`config.mk`:
```
export PLATFORM = sky130hd
export DESIGN_NAME = spi_slave_rx_flat
export DESIGN_NICKNAME = d
export VERILOG_FILES = /design/src/rtl/spi_slave_rx_if.sv /design/src/rtl/spi_slave_rx.sv /design/src/flat_wrapper.sv
export SDC_FILE = /design/constraint.sdc
export NUM_CORES = 1
export LEC_CHECK = 0
export CAP_MARGIN = 20
export CORE_ASPECT_RATIO = 0.8
export CORE_MARGIN = 5
export CORE_UTILIZATION = 40
export CTS_BUF_LIST = sky130_fd_sc_hd__clkbuf_8 sky130_fd_sc_hd__clkbuf_16
export DETAILED_ROUTE_END_ITERATION = 12
export GPL_ROUTABILITY_DRIVEN = 0
export PLACE_DENSITY = 0.61
export SETUP_SLACK_MARGIN = 0.4
export SLEW_MARGIN = 20
export SYNTH_ARGS = -nofsm -noshare
export SYNTH_HDL_FRONTEND = slang
export SYNTH_SLANG_ARGS = --single-unit
```
`constraint.sdc`:
```
create_clock -name clk -period 2.7 [get_ports clk]
set_input_delay 0.54 -clock clk [delete_from_list [all_inputs] [get_ports clk]]
set_output_delay 0.54 -clock clk [all_outputs]
set_load 0.01 [all_outputs]
```
`src/rtl/spi_slave_rx_if.sv`:
```
// ---------------------------------------------------------------------------
// spi_slave_rx_if
//   Bundles the SPI pins and the received-word stream of spi_slave_rx.
//
//   Signals:
//     spi_clk, spi_mosi, spi_cs_n : SPI pins from the host (asynchronous)
//     out_data                    : FIFO head word (WORD_WIDTH bits)
//     out_valid / out_ready       : valid/ready handshake on out_data
//     fifo_level                  : number of words held in the FIFO
//     overrun                     : sticky, a completed word was dropped
//     clear_overrun               : synchronous clear for overrun
//     frame_error                 : one-cycle pulse, cs_n rose mid-word
//
//   Modports:
//     slave  : receiver side (spi_slave_rx)
//     master : host-pin driver and word consumer (system / testbench)
// ---------------------------------------------------------------------------
`timescale 1ns/1ps
interface spi_slave_rx_if #(
    parameter int WORD_WIDTH = 16,
    parameter int FIFO_DEPTH = 4
);
    localparam int LVL_W = $clog2(FIFO_DEPTH) + 1;

    logic                  spi_clk;
    logic                  spi_mosi;
    logic                  spi_cs_n;
    logic [WORD_WIDTH-1:0] out_data;
    logic                  out_valid;
    logic                  out_ready;
    logic [LVL_W-1:0]      fifo_level;
    logic                  overrun;
    logic                  clear_overrun;
    logic                  frame_error;

    modport slave (
        input  spi_clk, spi_mosi, spi_cs_n, out_ready, clear_overrun,
        output out_data, out_valid, fifo_level, overrun, frame_error
    );

    modport master (
        output spi_clk, spi_mosi, spi_cs_n, out_ready, clear_overrun,
        input  out_data, out_valid, fifo_level, overrun, frame_error
    );
endinterface

```
`src/rtl/spi_slave_rx.sv`:
```
// ---------------------------------------------------------------------------
// spi_slave_rx
//   Oversampling SPI receiver. The SPI pins are synchronised into the system
//   clock domain, sample edges are detected on the synchronised spi_clk, and
//   completed words are buffered in a first-word-fall-through FIFO with a
//   valid/ready output. Supports all four SPI modes and either bit order.
//
//   Parameters:
//     WORD_WIDTH : bits per received word (2..32)
//     FIFO_DEPTH : FIFO entries (power of two, 2..16)
//     CPOL       : idle level of spi_clk
//     CPHA       : 0 = sample on leading edge, 1 = sample on trailing edge
//     MSB_FIRST  : 1 = first bit lands in the MSB, 0 = first bit lands in bit 0
//
//   Ports:
//     clk   : system clock, at least 4x the spi_clk frequency
//     reset : asynchronous, active-low reset
//     bus   : spi_slave_rx_if.slave (SPI pins, word stream, status)
// ---------------------------------------------------------------------------
`timescale 1ns/1ps
module spi_slave_rx #(
    parameter int WORD_WIDTH = 16,
    parameter int FIFO_DEPTH = 4,
    parameter bit CPOL       = 1'b0,
    parameter bit CPHA       = 1'b0,
    parameter bit MSB_FIRST  = 1'b1
) (
    input  logic          clk,
    input  logic          reset,
    spi_slave_rx_if.slave bus
);

    localparam int PTR_W = $clog2(FIFO_DEPTH);
    localparam int LVL_W = PTR_W + 1;
    localparam int CNT_W = $clog2(WORD_WIDTH);

    localparam logic [CNT_W-1:0] LAST_BIT  = CNT_W'(WORD_WIDTH - 1);
    localparam logic [LVL_W-1:0] FULL_LVL  = LVL_W'(FIFO_DEPTH);

    // Modes 0 and 3 sample on the rising edge, modes 1 and 2 on the falling edge.
    localparam bit SAMPLE_RISING = (CPOL == CPHA);

    // Synchroniser chains and previous-value registers for edge detection
    logic r_clkSync1, r_clkSync2, r_clkPrev;
    logic r_mosiSync1, r_mosiSync2;
    logic r_csSync1, r_csSync2, r_csPrev;

    // Registered events: one stage after detection
    logic r_sampleStb;
    logic r_sampleBit;
    logic r_csRiseStb;
    logic r_csFallStb;

    // Word assembly
    logic [WORD_WIDTH-1:0] r_shiftReg;
    logic [CNT_W-1:0]      r_bitCnt;
    logic                  r_frameErr;

    // FIFO state
    logic [WORD_WIDTH-1:0] r_mem [FIFO_DEPTH];
    logic [PTR_W-1:0]      r_wrPtr;
    logic [PTR_W-1:0]      r_rdPtr;
    logic [LVL_W-1:0]      r_level;
    logic                  r_overrun;

    logic                  w_clkRise;
    logic                  w_clkFall;
    logic                  w_sampleEdge;
    logic                  w_csRise;
    logic                  w_csFall;
    logic [WORD_WIDTH-1:0] w_nextWord;
    logic                  w_wordDone;
    logic                  w_empty;
    logic                  w_full;
    logic                  w_pop;
    logic                  w_pushOk;
    logic                  w_drop;

    // Two-flop synchronisers on every pin, plus one more register on spi_clk
    // and cs_n holding the previous synchronised value. The reset values
    // match an idle bus so leaving reset never looks like an edge.
    always_ff @(posedge clk or negedge reset) begin
        if (!reset) begin
            r_clkSync1  <= CPOL;
            r_clkSync2  <= CPOL;
            r_clkPrev   <= CPOL;
            r_mosiSync1 <= 1'b0;
            r_mosiSync2 <= 1'b0;
            r_csSync1   <= 1'b1;
            r_csSync2   <= 1'b1;
            r_csPrev    <= 1'b1;
        end else begin
            r_clkSync1  <= bus.spi_clk;
            r_clkSync2  <= r_clkSync1;
            r_clkPrev   <= r_clkSync2;
            r_mosiSync1 <= bus.spi_mosi;
            r_mosiSync2 <= r_mosiSync1;
            r_csSync1   <= bus.spi_cs_n;
            r_csSync2   <= r_csSync1;
            r_csPrev    <= r_csSync2;
        end
    end

    assign w_clkRise    = r_clkSync2 & ~r_clkPrev;
    assign w_clkFall    = ~r_clkSync2 & r_clkPrev;
    assign w_sampleEdge = (SAMPLE_RISING ? w_clkRise : w_clkFall) & ~r_csSync2;
    assign w_csRise     = r_csSync2 & ~r_csPrev;
    assign w_csFall     = ~r_csSync2 & r_csPrev;

    // Detected events are registered once together with the data bit. Sample
    // strobes and cs_n edges travel through the same stage so they are always
    // handled in the order they happened on the pins; a sample strobe can
    // never coincide with a cs_n edge because sampling is gated by cs_n.
    always_ff @(posedge clk or negedge reset) begin
        if (!reset) begin
            r_sampleStb <= 1'b0;
            r_sampleBit <= 1'b0;
            r_csRiseStb <= 1'b0;
            r_csFallStb <= 1'b0;
        end else begin
            r_sampleStb <= w_sampleEdge;
            r_sampleBit <= r_mosiSync2;
            r_csRiseStb <= w_csRise;
            r_csFallStb <= w_csFall;
        end
    end

    // Word being assembled including the current bit; this is also what gets
    // pushed when the final bit of a word arrives.
    assign w_nextWord = MSB_FIRST ? {r_shiftReg[WORD_WIDTH-2:0], r_sampleBit}
                                  : {r_sampleBit, r_shiftReg[WORD_WIDTH-1:1]};
    assign w_wordDone = r_sampleStb & (r_bitCnt == LAST_BIT);

    // Shift register and bit counter. Any cs_n edge restarts framing; the
    // counter wraps on its own after a full word so back-to-back words need
    // no cs_n toggle. A cs_n rise with bits pending raises frame_error for
    // one cycle.
    always_ff @(posedge clk or negedge reset) begin
        if (!reset) begin
            r_shiftReg <= '0;
            r_bitCnt   <= '0;
            r_frameErr <= 1'b0;
        end else begin
            r_frameErr <= r_csRiseStb & (r_bitCnt != '0);
            if (r_csRiseStb || r_csFallStb) begin
                r_bitCnt <= '0;
            end else if (r_sampleStb) begin
                r_shiftReg <= w_nextWord;
                r_bitCnt   <= w_wordDone ? '0 : r_bitCnt + 1'b1;
            end
        end
    end

    assign w_empty  = (r_level == '0);
    assign w_full   = (r_level == FULL_LVL);
    assign w_pop    = ~w_empty & bus.out_ready;
    // A push into a full FIFO still fits when the head leaves in the same cycle.
    assign w_pushOk = w_wordDone & (~w_full | w_pop);
    assign w_drop   = w_wordDone & w_full & ~w_pop;

    // FIFO storage needs no reset: an entry is only ever read after being
    // written, and out_data is forced to zero while the FIFO is empty.
    always_ff @(posedge clk) begin
        if (w_pushOk) begin
            r_mem[r_wrPtr] <= w_nextWord;
        end
    end

    // FIFO pointers, fill level and sticky overrun. Pointers are exactly
    // log2(depth) bits wide so they wrap naturally. When overrun is set and
    // cleared in the same cycle the new drop wins.
    always_ff @(posedge clk or negedge reset) begin
        if (!reset) begin
            r_wrPtr   <= '0;
            r_rdPtr   <= '0;
            r_level   <= '0;
            r_overrun <= 1'b0;
        end else begin
            if (w_pushOk) begin
                r_wrPtr <= r_wrPtr + 1'b1;
            end
            if (w_pop) begin
                r_rdPtr <= r_rdPtr + 1'b1;
            end
            case ({w_pushOk, w_pop})
                2'b10:   r_level <= r_level + 1'b1;
                2'b01:   r_level <= r_level - 1'b1;
                default: r_level <= r_level;
            endcase
            if (w_drop) begin
                r_overrun <= 1'b1;
            end else if (bus.clear_overrun) begin
                r_overrun <= 1'b0;
            end
        end
    end

    assign bus.out_data    = w_empty ? '0 : r_mem[r_rdPtr];
    assign bus.out_valid   = ~w_empty;
    assign bus.fifo_level  = r_level;
    assign bus.overrun     = r_overrun;
    assign bus.frame_error = r_frameErr;

endmodule

```
`src/flat_wrapper.sv`:
```
// flat-port wrapper written by rule: the top's interface ports become plain ports
module spi_slave_rx_flat 
#(
    parameter int WORD_WIDTH = 16,
    parameter int FIFO_DEPTH = 4,
    parameter bit CPOL       = 1'b0,
    parameter bit CPHA       = 1'b0,
    parameter bit MSB_FIRST  = 1'b1
)
  (clk, reset, bus_spi_clk, bus_spi_mosi, bus_spi_cs_n, bus_out_ready, bus_clear_overrun, bus_out_data, bus_out_valid, bus_fifo_level, bus_overrun, bus_frame_error);
  spi_slave_rx_if #(.WORD_WIDTH(WORD_WIDTH), .FIFO_DEPTH(FIFO_DEPTH)) bus_i ();
  input  logic clk;
  input  logic reset;
  input wire logic [$bits(bus_i.spi_clk)-1:0] bus_spi_clk;
  input wire logic [$bits(bus_i.spi_mosi)-1:0] bus_spi_mosi;
  input wire logic [$bits(bus_i.spi_cs_n)-1:0] bus_spi_cs_n;
  input wire logic [$bits(bus_i.out_ready)-1:0] bus_out_ready;
  input wire logic [$bits(bus_i.clear_overrun)-1:0] bus_clear_overrun;
  output wire logic [$bits(bus_i.out_data)-1:0] bus_out_data;
  output wire logic [$bits(bus_i.out_valid)-1:0] bus_out_valid;
  output wire logic [$bits(bus_i.fifo_level)-1:0] bus_fifo_level;
  output wire logic [$bits(bus_i.overrun)-1:0] bus_overrun;
  output wire logic [$bits(bus_i.frame_error)-1:0] bus_frame_error;
  assign bus_i.spi_clk = bus_spi_clk;
  assign bus_i.spi_mosi = bus_spi_mosi;
  assign bus_i.spi_cs_n = bus_spi_cs_n;
  assign bus_i.out_ready = bus_out_ready;
  assign bus_i.clear_overrun = bus_clear_overrun;
  assign bus_out_data = bus_i.out_data;
  assign bus_out_valid = bus_i.out_valid;
  assign bus_fifo_level = bus_i.fifo_level;
  assign bus_overrun = bus_i.overrun;
  assign bus_frame_error = bus_i.frame_error;
  spi_slave_rx #(.WORD_WIDTH(WORD_WIDTH), .FIFO_DEPTH(FIFO_DEPTH), .CPOL(CPOL), .CPHA(CPHA), .MSB_FIRST(MSB_FIRST)) u_core (.clk(clk), .reset(reset), .bus(bus_i));
endmodule
```
**Run 1: met3 routing**

(4 px per um)
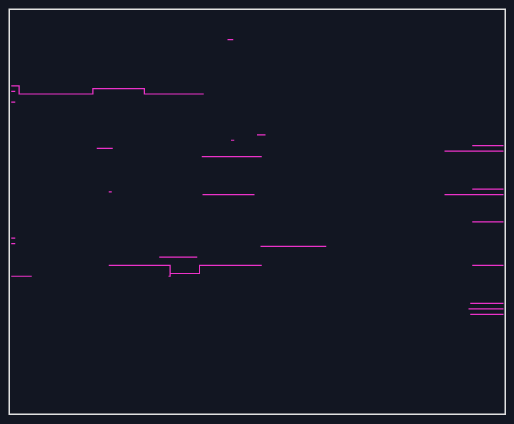
longest straight run: 18.4 um
main direction: horizontal
nets with wire on the layer: 20
share of all routed wire: 3.7%
DR vias: 2036
grt met3 use: 0.0370
Routed WL: 6700 um

**Run 1: where the registers sit**

(3 px per um) Other sequential cells in the stronger gray, the rest of the logic in the fainter gray.
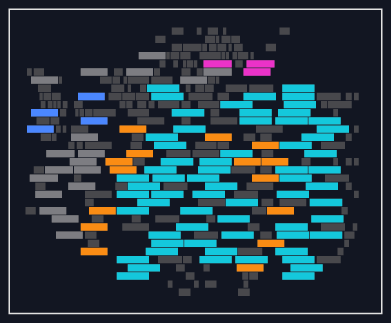
[u_core.bus.fifo_level] magenta | sequential cells: 3
[u_core.r_mem] cyan | sequential cells: 64
[u_core.r_shiftReg] orange | sequential cells: 15
[u_core.r_bitCnt] blue | sequential cells: 4
not colored: 18
fin util: 0.489
sequential share of cell area: 0.590
Reg area: 2930 um^2
Seq power: 1.94 mW

**Run 1: clock wiring as the flow saved it**

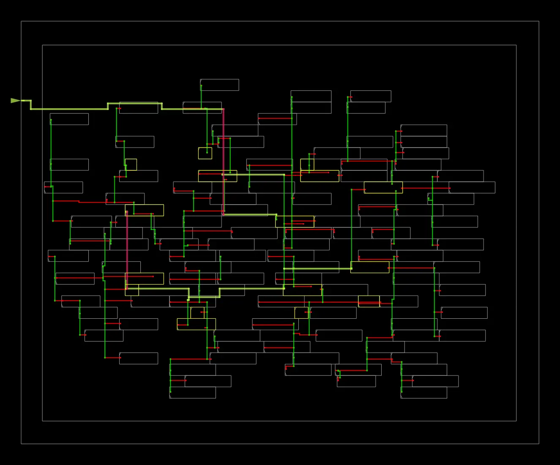
Clock Skew: 0.00548 ns
Num Clock Sinks: 104
power in the clock group: 1.22 mW
clk_lat worst skew: 0.33 ns

**Run 1: cells by drive strength**

(4 px per um)
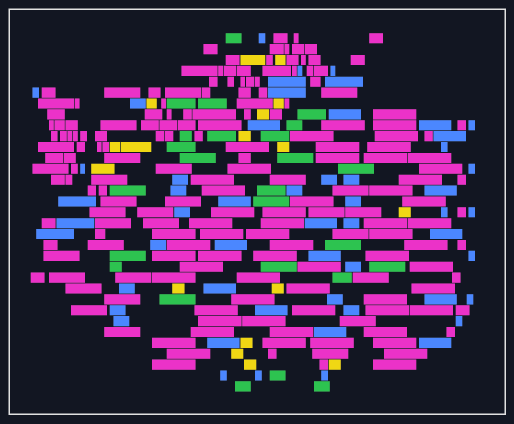
[drive 3 to 4] yellow | cells: 17 | share: 6.2% | most used: and2_4
[drive 1 or less] magenta | cells: 179 | share: 65% | most used: edfxtp_1
[drive 6 and up] green | cells: 25 | share: 9.1% | most used: clkbuf_16
[drive 2] blue | cells: 54 | share: 20%
Final WS setup: 0.409 ns
Non-clk bufs: 40
post-route cell area: 4970 um^2

==> results.cfg, run 1 <==
; implementation run metrics
[outcome]
status = complete, no violations

[global_routing]
grt_pass1_wl_um = 11200
grt_usage = 0.120
grt_overflow = 0
grt_max_degree = 41
grt_pass1_vias = 2059

[floorplan]
initCoreUtil = 0.407
core_um2 = 10200
die_h_um = 101
dieArea_um2 = 12500
ios = 29
die_w_um = 124

[clock_tree]
clkTransAtPathRegs_ns = 0.07
cts_setup_buffers = 1
cts_resized = 77
hold_buffers = 0
cts-htree-levels = 3
cts_buffer_depth = 2
clockRootBuffer = clkbuf_16

[pwr]
p_int_mw = 3.19
combPwrFrac = 0.283
seqPwrFrac = 0.440
pwr-share-clk = 0.277
p_switching_mw = 1.22
p_leak_nw = 1.86
p_sw_frac = 0.276

[detailed_routing]
ant_nets = 0
vias_per_cell = 4.91
drcViolationCount = 0
wire_per_inst_um = 16.1
drtIter0Drc = 99

[placed_design]
dp.cells = 397
io_buffer_count = 28

[synthesis]
topCellsByArea = edfxtp_1, dfrtp_1, mux4_2
syn_nets = 242
ys_ff = 104
synth.yosys.seq_area_share = 0.708
synthMostInstantiatedCell = edfxtp_1
ys.flop_type = edfxtp_1
synth_warnings = 0
syn_area_um2 = 4130
synthCells = 228
async_flop_share = 0.385

[worst_setup_path]
cp_num_buf_inv = 2
reg2reg_slack_ns = 0.59
crit_type = reg2out
cpPeakStageDelay_ns = 0.50
crit_family = multiplexers
worstSetupStartpointType = flop
ff2ff_path_depth = 7
path_cells = clkbuf_16 > mux4_2 > and2_4 > buf_2
crit_path_top_delay_cell = mux4_2

[timing]
drv_slew = 0
tightest_slew_ns = 0.895
period_minus_slack_ns = 2.29
rsz0062_at_grt = yes
slew_headroom = 0.403
final-hold-violation-count = 0
fin_crit_sh = 0.848

[job]
tool_warnings = 32
cap_viol_max_count = 0

[layout]
diodes = 0
area_growth_syn_to_layout_pct = 20.2
nFillCells = 892
drive_above_1_share = 0.349
comb_area_um2 = 1110
[run 1: worst max path at each step]
stage	from	slack [ns]	to	cells past startpoint
6_report	u_core.r_rdPtr[0]	0.41	bus_out_data[0]	4
5_1_grt	u_core.r_rdPtr[0]	0.34	bus_out_data[0]	4
4_1_cts	u_core.r_rdPtr[0]	0.34	bus_out_data[4]	4
3_5_place_dp	bus_out_ready	0.37	u_core.r_mem[2][14]	6
3_3_place_gp	u_core.r_rdPtr[0]	0.40	bus_out_data[1]	4
2_1_floorplan	u_core.bus.fifo_level[0]	0.64	u_core.bus.fifo_level[2]	8
[run 1: sequential cells by signal (all words and copies together), names as in the netlist, 2 cells and up]
register               count
u_core.bus.fifo_level      3
u_core.r_mem              64
u_core.r_wrPtr             2
u_core.r_rdPtr             2
u_core.r_bitCnt            4
u_core.r_shiftReg         15
[run 1: per-stage QoR]
step                      setup slack [ns]  hold slack (ns)   util  power [mW]  area, um^2
after global placement               0.405            0.334  0.459        3.18        4660
final                                0.409            0.331  0.489        4.41        4970
after detailed placement             0.367            0.341  0.459        3.20        4660
after CTS                            0.341            0.354  0.485        4.42        4920
after global routing                 0.344            0.357  0.489        4.65        4970
after floorplan                      0.638            0.244      -        2.63        4130
[run 1: power groups by stage]
stage / sequential [mW] / combinational, mW / clock [mW]
2_1_floorplan: 1.91 / 0.717 / 0
6_report: 1.94 / 1.25 / 1.22
4_1_cts: 1.94 / 1.22 / 1.26
5_1_grt: 1.96 / 1.36 / 1.33
3_3_place_gp: 1.95 / 1.23 / 0
3_5_place_dp: 1.96 / 1.25 / 0
[run 1: cells by family after synthesis]
kind of cell               Yosys count  synth area share
buffers and inverters               19            0.0285
adders and majority gates            7            0.0230
DFF                                104             0.708
muxes                               34             0.138
AOI/OAI and AO/OA                   15            0.0267
xor gates and xnor gates             6            0.0127
and+or+nand+nor                     43            0.0624
[run 1: layout make-up]
class	count	share of cell area
sequential	104	0.590
multi-input combinational	105	0.224
timing repair buffer	40	0.0844
clock buffer	10	0.0481
tap	140	0.0353
clock inverter	6	0.0103
inverter	10	0.00756
[run 1: worst register-to-register path, cell delays in order (launching register included)]
cell,delay [ns]
dfrtp_1,0.43
ha_1,0.29
nand4_4,0.21
nand3_1,0.12
fa_1,0.42
o2111ai_1,0.11
o21ai_0,0.11
a221o_1,0.30
[run 1: cell usage in the layout, fill, tap and decap left out, types with 2 or more instances in the layout]
cell type,instances
inv_6,2
mux4_2,16
xnor2_1,5
buf_12,7
clkinv_4,3
a311oi_1,2
nand2_1,5
dfrtp_2,3
and2_1,13
o221ai_1,2
nor2b_1,3
nor3_1,3
dfstp_2,3
buf_6,5
buf_2,13
buf_4,3
mux2i_1,2
and2_4,7
o22ai_1,2
edfxtp_1,64
nand3_1,3
nor2_1,3
mux2_2,16
a21boi_0,2
clkdlybuf4s50_1,11
ha_1,6
clkbuf_16,10
inv_2,3
inv_1,7
dfrtp_1,34
o21ai_0,2
a21oi_1,2
[run 1: per-layer routing]
metal  up-vias  wire [um]  GRT usage
met3         6        246     0.0370
met4         0         68     0.0340
met1      1053       3070      0.162
li1        946          -          -
met5         -          0          0
met2        31       3310      0.187
## Run 2: what changed since run 1
clock period = 2.37 ns   (was 2.7 ns; I/O delays follow)
==> results.cfg, run 2 <==
; implementation run metrics
[layout]
top_register = u_core.r_mem
area_growth_syn_to_layout_pct = 23.7
diodes = 0
largest_reg_flops = 64
nFillCells = 878
finish.instance_area_um2 = 5110
final_net_count = 299
drive_above_1_share = 0.397
reg.largest.list = u_core.r_mem (64), u_core.r_shiftReg (15), u_core.r_bitCnt (4)
final_common_cell = edfxtp_1
lay_top_cells = edfxtp_1, dfrtp_1, mux4_2, mux2_2, buf_4

[timing]
rsz0062_at_grt = yes
slew_headroom = 0.589
final-hold-violation-count = 0
max_freq_ghz = 0.449
finalSetupViolCount = 0
tightest_slew_ns = 0.617
final.setup.tns_ns = 0
fin_crit_sh = 0.941
period_minus_slack_ns = 2.23
setup_ws_ns = 0.141
drv_slew = 0

[synthesis]
synthCells = 228
yosys_area_um2 = 4130
synth_warnings = 0
yosysTopAreaCellShare = 0.465
ys_ff = 104
async_flop_share = 0.385
syn_nets = 242
edf_count = 64
syn_area_um2 = 4130
synthMostInstantiatedCell = edfxtp_1
ys.flop_type = edfxtp_1
top_area_cell = edfxtp_1
yosys-stat-cells = 228
common_cells = edfxtp_1, dfrtp_1, and2_1
ys_types = 38
synth.yosys.seq_area_share = 0.708
topCellsByArea = edfxtp_1, dfrtp_1, mux4_2
avgSynthCellArea_um2 = 18.1

[pwr]
seqPwrFrac = 0.411
pwr-share-clk = 0.271
power_density_nw_per_um2 = 1030
ir_drop_mv = 0.493
p_int_mw = 3.86
p_switching_mw = 1.39
fin_total_pwr_mw = 5.25
p_leak_nw = 1.94
combPwrFrac = 0.317
p_sw_frac = 0.265

[floorplan]
ios = 29
rows = 33
core_um2 = 10200
dieArea_um2 = 12500
die_h_um = 101
die_w_um = 124
initCoreUtil = 0.407

[worst_setup_path]
ff2ff_path_depth = 7
crit_type = reg2out
crit_required_ns = 1.90
arrival_ns = 1.76
crit_path_max_fanout = 8
cp-end-kind = output port
worstSetupStartpointType = flop
reg2reg_to = u_core.bus.fifo_level[2]
reg2reg_slack_ns = 0.47
reg2reg_from = u_core.r_bitCnt[1]

[detailed_routing]
ant_nets = 0
first_pass_iters = 4
num_vias = 2085
drt-total-wl_um = 6810
drcViolationCount = 0
vias_per_cell = 4.85
wire_per_inst_um = 15.8
drtIter0Drc = 135

[clock_tree]
cts_made_buffers = 9
hold_buffers = 0
clockRootBuffer = clkbuf_16
cts-htree-levels = 3
clkTransAtPathRegs_ns = 0.07
cts.sinks = 104
cts_buffer_depth = 2
cts_tree = yes

[worst_hold_path]
hp-class = in2async

[global_routing]
grt_pass1_vias = 2183
grt_pass1_wl_um = 11400
grt_overflow = 0
grt_usage = 0.125
grt_antenna_before_repair = 0
grt_max_degree = 27

[job]
cap_viol_max_count = 0
tool_warnings = 32

[outcome]
status = complete, no violations

[placed_design]
io_buffer_count = 28
placed_area_um2 = 4710
place_ws_ns = 0.116
hpwl_um = 4090
==> run 2: cell counts after synthesis <==
Identical to the previous run, type by type.
==> run 2: layout make-up <==
cell class,count,area [um^2],share of cell area
flip-flops and latches,104,2930,0.573
clock inverters,7,62.6,0.0122
repair buffers,55,553,0.108
multi-input cells,105,1130,0.221
inverters,10,37.5,0.00735
well taps,140,175,0.0343
clock buffers,9,225,0.0441
==> run 2: cell families after synthesis <==
| family | count (synthesis) | synth area share |
|---|---|---|
| muxes | 34 | 0.138 |
| AOI/OAI and AO/OA | 15 | 0.0267 |
| buffers and inverters | 19 | 0.0285 |
| DFF | 104 | 0.708 |
| adders and majority gates | 7 | 0.0230 |
| xor gates and xnor gates | 6 | 0.0127 |
| and+or+nand+nor | 43 | 0.0624 |
==> run 2: worst max-delay path by stage <==
stage                                 start                 end  slack (ns)  cells after the start
after CTS                 u_core.r_rdPtr[0]     bus_out_data[0]        0.12                      5
after floorplan               bus_out_ready  u_core.r_mem[0][0]        0.41                      5
after detailed placement  u_core.r_rdPtr[0]     bus_out_data[6]        0.12                      4
after global routing      u_core.r_rdPtr[0]     bus_out_data[1]        0.07                      5
after global placement    u_core.r_rdPtr[0]     bus_out_data[6]        0.11                      4
final                     u_core.r_rdPtr[0]     bus_out_data[3]        0.14                      5
==> run 2: worst max-delay path: stages (launching register included) <==
cell	delay, ns
dfrtp_2	0.40
buf_6	0.11
buf_12	0.12
mux4_2	0.50
and2_4	0.15
buf_2	0.13
==> run 2: stage by stage <==
step	hold slack, ns	cells	utilization
2_1_floorplan	0.178	228	-
3_3_place_gp	0.331	403	0.464
3_5_place_dp	0.335	403	0.464
4_1_cts	0.155	429	0.497
5_1_grt	0.172	430	0.503
6_report	0.139	430	0.503
==> run 2: power by group through the flow <==
stage / Combinational (mW) / Clock [mW] / Sequential, mW
global route: 1.81 / 1.55 / 2.17
CTS: 1.58 / 1.46 / 2.16
finish: 1.67 / 1.42 / 2.16
floorplan: 0.820 / 0 / 2.18
global placement: 1.44 / 0 / 2.21
detailed placement: 1.44 / 0 / 2.21
==> run 2: what timing repair did <==
| item | in CTS | in global routing |
|---|---|---|
| resized | 83 | 16 |
| setup endpoints to repair | 18 | 18 |
| pin swaps | 16 | 1 |
| buffers inserted | 9 | 1 |
| gates cloned | 1 | 0 |
| hold endpoints to repair | 0 | 0 |
==> run 2: layer usage <==
metal,up-vias,global-route usage,wire (um)
li1,976,-,-
met4,0,0.0383,82
met3,8,0.0544,332
met5,-,0,0
met2,45,0.193,3250
met1,1056,0.160,3140
**Run 2: where the registers sit**

(3 px per um) Other sequential cells in the stronger gray, the rest of the logic in the fainter gray.
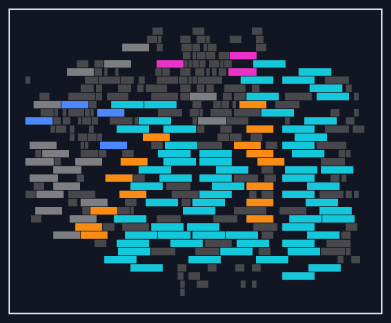
[u_core.r_shiftReg] orange | sequential cells: 15
[u_core.r_bitCnt] blue | sequential cells: 4
[u_core.bus.fifo_level] magenta | sequential cells: 3
[u_core.r_mem] cyan | sequential cells: 64
Seq power: 2.16 mW
sequential share of cell area: 0.573
Reg area: 2930 um^2
fin util: 0.503

**Run 2: clock wiring as the flow saved it**

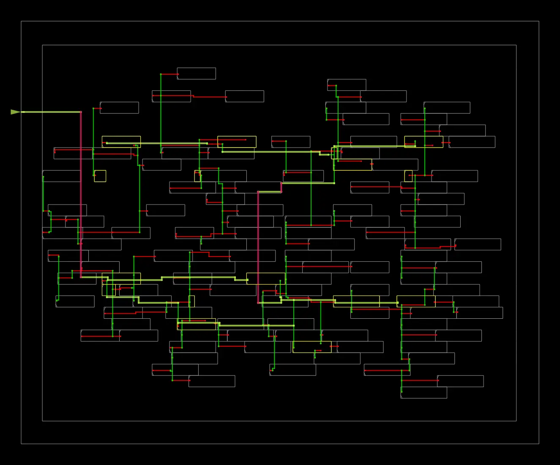
seq_cells: 104
clk_lat worst skew: 0.35 ns
clock buffer count: 9
Clock Skew: 0.00852 ns

## Run 3: what changed since run 2
RECOVER_POWER = 50   (was default)
==> results.cfg, run 3 <==
; implementation run metrics
[floorplan]
die_w_um = 124
dieArea_um2 = 12500
die_h_um = 101
initCoreUtil = 0.407
rows = 33

[synthesis]
synthCells = 228
async_flop_share = 0.385
ys.flop_type = edfxtp_1
yosys-stat-cells = 228
edf_count = 64
synth.yosys.seq_area_share = 0.708
ys_types = 38
ys_ff = 104
synthMostInstantiatedCell = edfxtp_1
syn_area_um2 = 4130
avgSynthCellArea_um2 = 18.1
top_area_cell = edfxtp_1
yosysTopAreaCellShare = 0.465

[pwr]
p_leak_nw = 1.93
fin_total_pwr_mw = 5.25

[layout]
drive_above_1_share = 0.383
largest_reg_flops = 64
stdcell_count = 430
utilization = 0.502
final_common_cell = edfxtp_1
top_register = u_core.r_mem
lay_top_cells = edfxtp_1, dfrtp_1, mux4_2, mux2_2, buf_4
reg.largest.list = u_core.r_mem (64), u_core.r_shiftReg (15), u_core.r_bitCnt (4)
area_growth_syn_to_layout_pct = 23.5
diodes = 0
final_net_count = 299

[timing]
drv_slew = 0
finalSetupViolCount = 0
hold_slack_ns = 0.350
tightest_slew_ns = 1.44
rsz0062_at_grt = yes
slew_headroom = 0.0388
period_minus_slack_ns = 2.23
fin_crit_sh = 0.939
final-hold-violation-count = 0

[global_routing]
grt_pass1_vias = 2183
grt_pass1_wl_um = 11400

[clock_tree]
cts_buffer_depth = 2
cts-htree-levels = 3
cts.sinks = 104
clkTransAtPathRegs_ns = 0.06

[worst_setup_path]
crit_type = reg2out
worstSetupStartpointType = flop
crit_path_top_delay_cell = mux4_2
cpPeakStageDelay_ns = 0.50
arrival_ns = 1.75
path_cells = buf_6 > buf_12 > mux4_2 > and2_4 > buf_2
crit_family = multiplexers

[detailed_routing]
vias_per_cell = 4.81
drtIter0Drc = 133
wire_per_inst_um = 15.8
drcViolationCount = 0
num_vias = 2068

[outcome]
status = complete, no violations

[placed_design]
hpwl_um = 4090
io_buffer_count = 28

[worst_hold_path]
hp-class = reg2reg
[run 3: cell count changes in the layout (fill, tap and decap cells not counted), sizes merged]
cell           change
dlygate4sd3        +3
clkbuf             +3
clkdlybuf4s50      -3
buf                -3
[run 3: cell type report]
type	count	area [um^2]
fillers	881	5060
repair buffers	55	544
clock inverters	7	62.6
clock buffers	9	225
multi-input cells	105	1130
well taps	140	175
flip-flops and latches	104	2930
inverters	10	37.5
[run 3: timing repair]
item,4_1_cts,5_1_grt
setup endpoints to repair,18,18
cloned,1,0
setup buffers,9,1
pin swaps,16,1
resized,83,16
hold endpoints to repair,0,0
hold buffers,0,0
[run 3: worst paths after layout]
kind / startpoint / to / slack, ns / cells after the start
max in group asynchronous: reset / u_core.r_csSync2 / 0.90 / 2
setup / recovery: u_core.r_rdPtr[0] / bus_out_data[3] / 0.14 / 5
hold / removal: u_core.r_clkSync1 / u_core.r_clkSync2 / 0.35 / 0
min in group asynchronous: reset / u_core.r_bitCnt[1] / 0.46 / 1
hold reg to reg: u_core.r_clkSync1 / u_core.r_clkSync2 / 0.35 / 0
setup reg to reg: u_core.r_bitCnt[1] / u_core.bus.fifo_level[2] / 0.49 / 7
[run 3: logic make-up after synthesis]
logic type               count (synthesis)  synth area share
flip-flops                             104             0.708
AND/OR/NAND/NOR                         43            0.0624
buffers and inverters                   19            0.0285
AND-OR/OR-AND                           15            0.0267
adder cells (fa/ha/maj)                  7            0.0230
multiplexers                            34             0.138
XOR/XNOR                                 6            0.0127
[run 3: per-stage QoR]
stage / instance area [um^2] / worst slack (ns)
floorplan: 4140 / 0.413
global placement: 4710 / 0.112
CTS: 5040 / 0.124
global route: 5100 / 0.0735
detailed placement: 4710 / 0.116
finish: 5100 / 0.144
[run 3: where the power goes]
part           switching (mW)  internal (mW)
Clock                   0.615          0.807
Combinational           0.669          0.993
Sequential              0.103           2.06
Total                    1.39           3.86
[run 3: routing by layer]
metal  vias up  wire length, um  global-route usage
li1        977                -                   -
met1      1044             3070               0.160
met2        41             3280               0.193
met3         6              350              0.0544
met4         0               77              0.0383
met5         -                0                   0
**Run 3: clock wiring as the flow saved it**

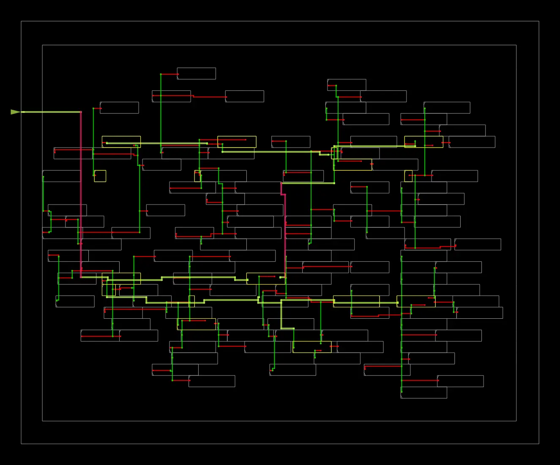
power in the clock group: 1.42 mW
Clock Skew: 0.00863 ns
cts bufs inserted: 9
clk_lat worst skew: 0.34 ns

**Run 3: met3 routing**

(4 px per um)
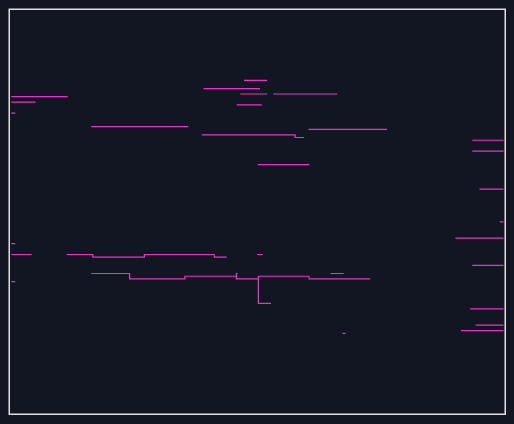
longest straight run: 23.9 um
wire length on this layer: 351 um
main direction: horizontal
nets with wire on the layer: 22
share of all routed wire: 5.2%
grt met3 use: 0.0544
Routed WL: 6780 um


==> notes/layouts.md <==
Pictures saved along the way, in no particular order.

Wire density map.
(3 px per um) 25 x 20 tiles, from black (low) to pale yellow (high), scaled to the fullest tile. Values are wire area over tile area, all layers added.
image #1
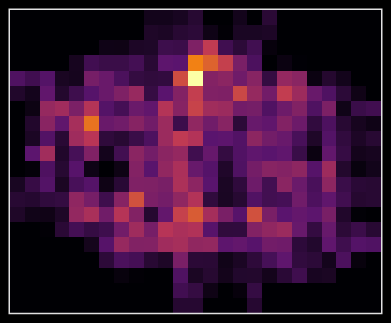
image #2
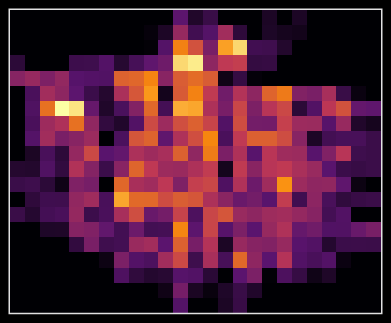
run 1 -> image #2
run 2 -> image #1

Key to image #1:
emptiest ninth of the die: south-west
densest ninth of the die: center
tiles over half the peak: 3.2%
mean over tiles: 0.085
fullest tile: 0.51

Power figures rest on the tool's default switching activity, not on a simulated workload.
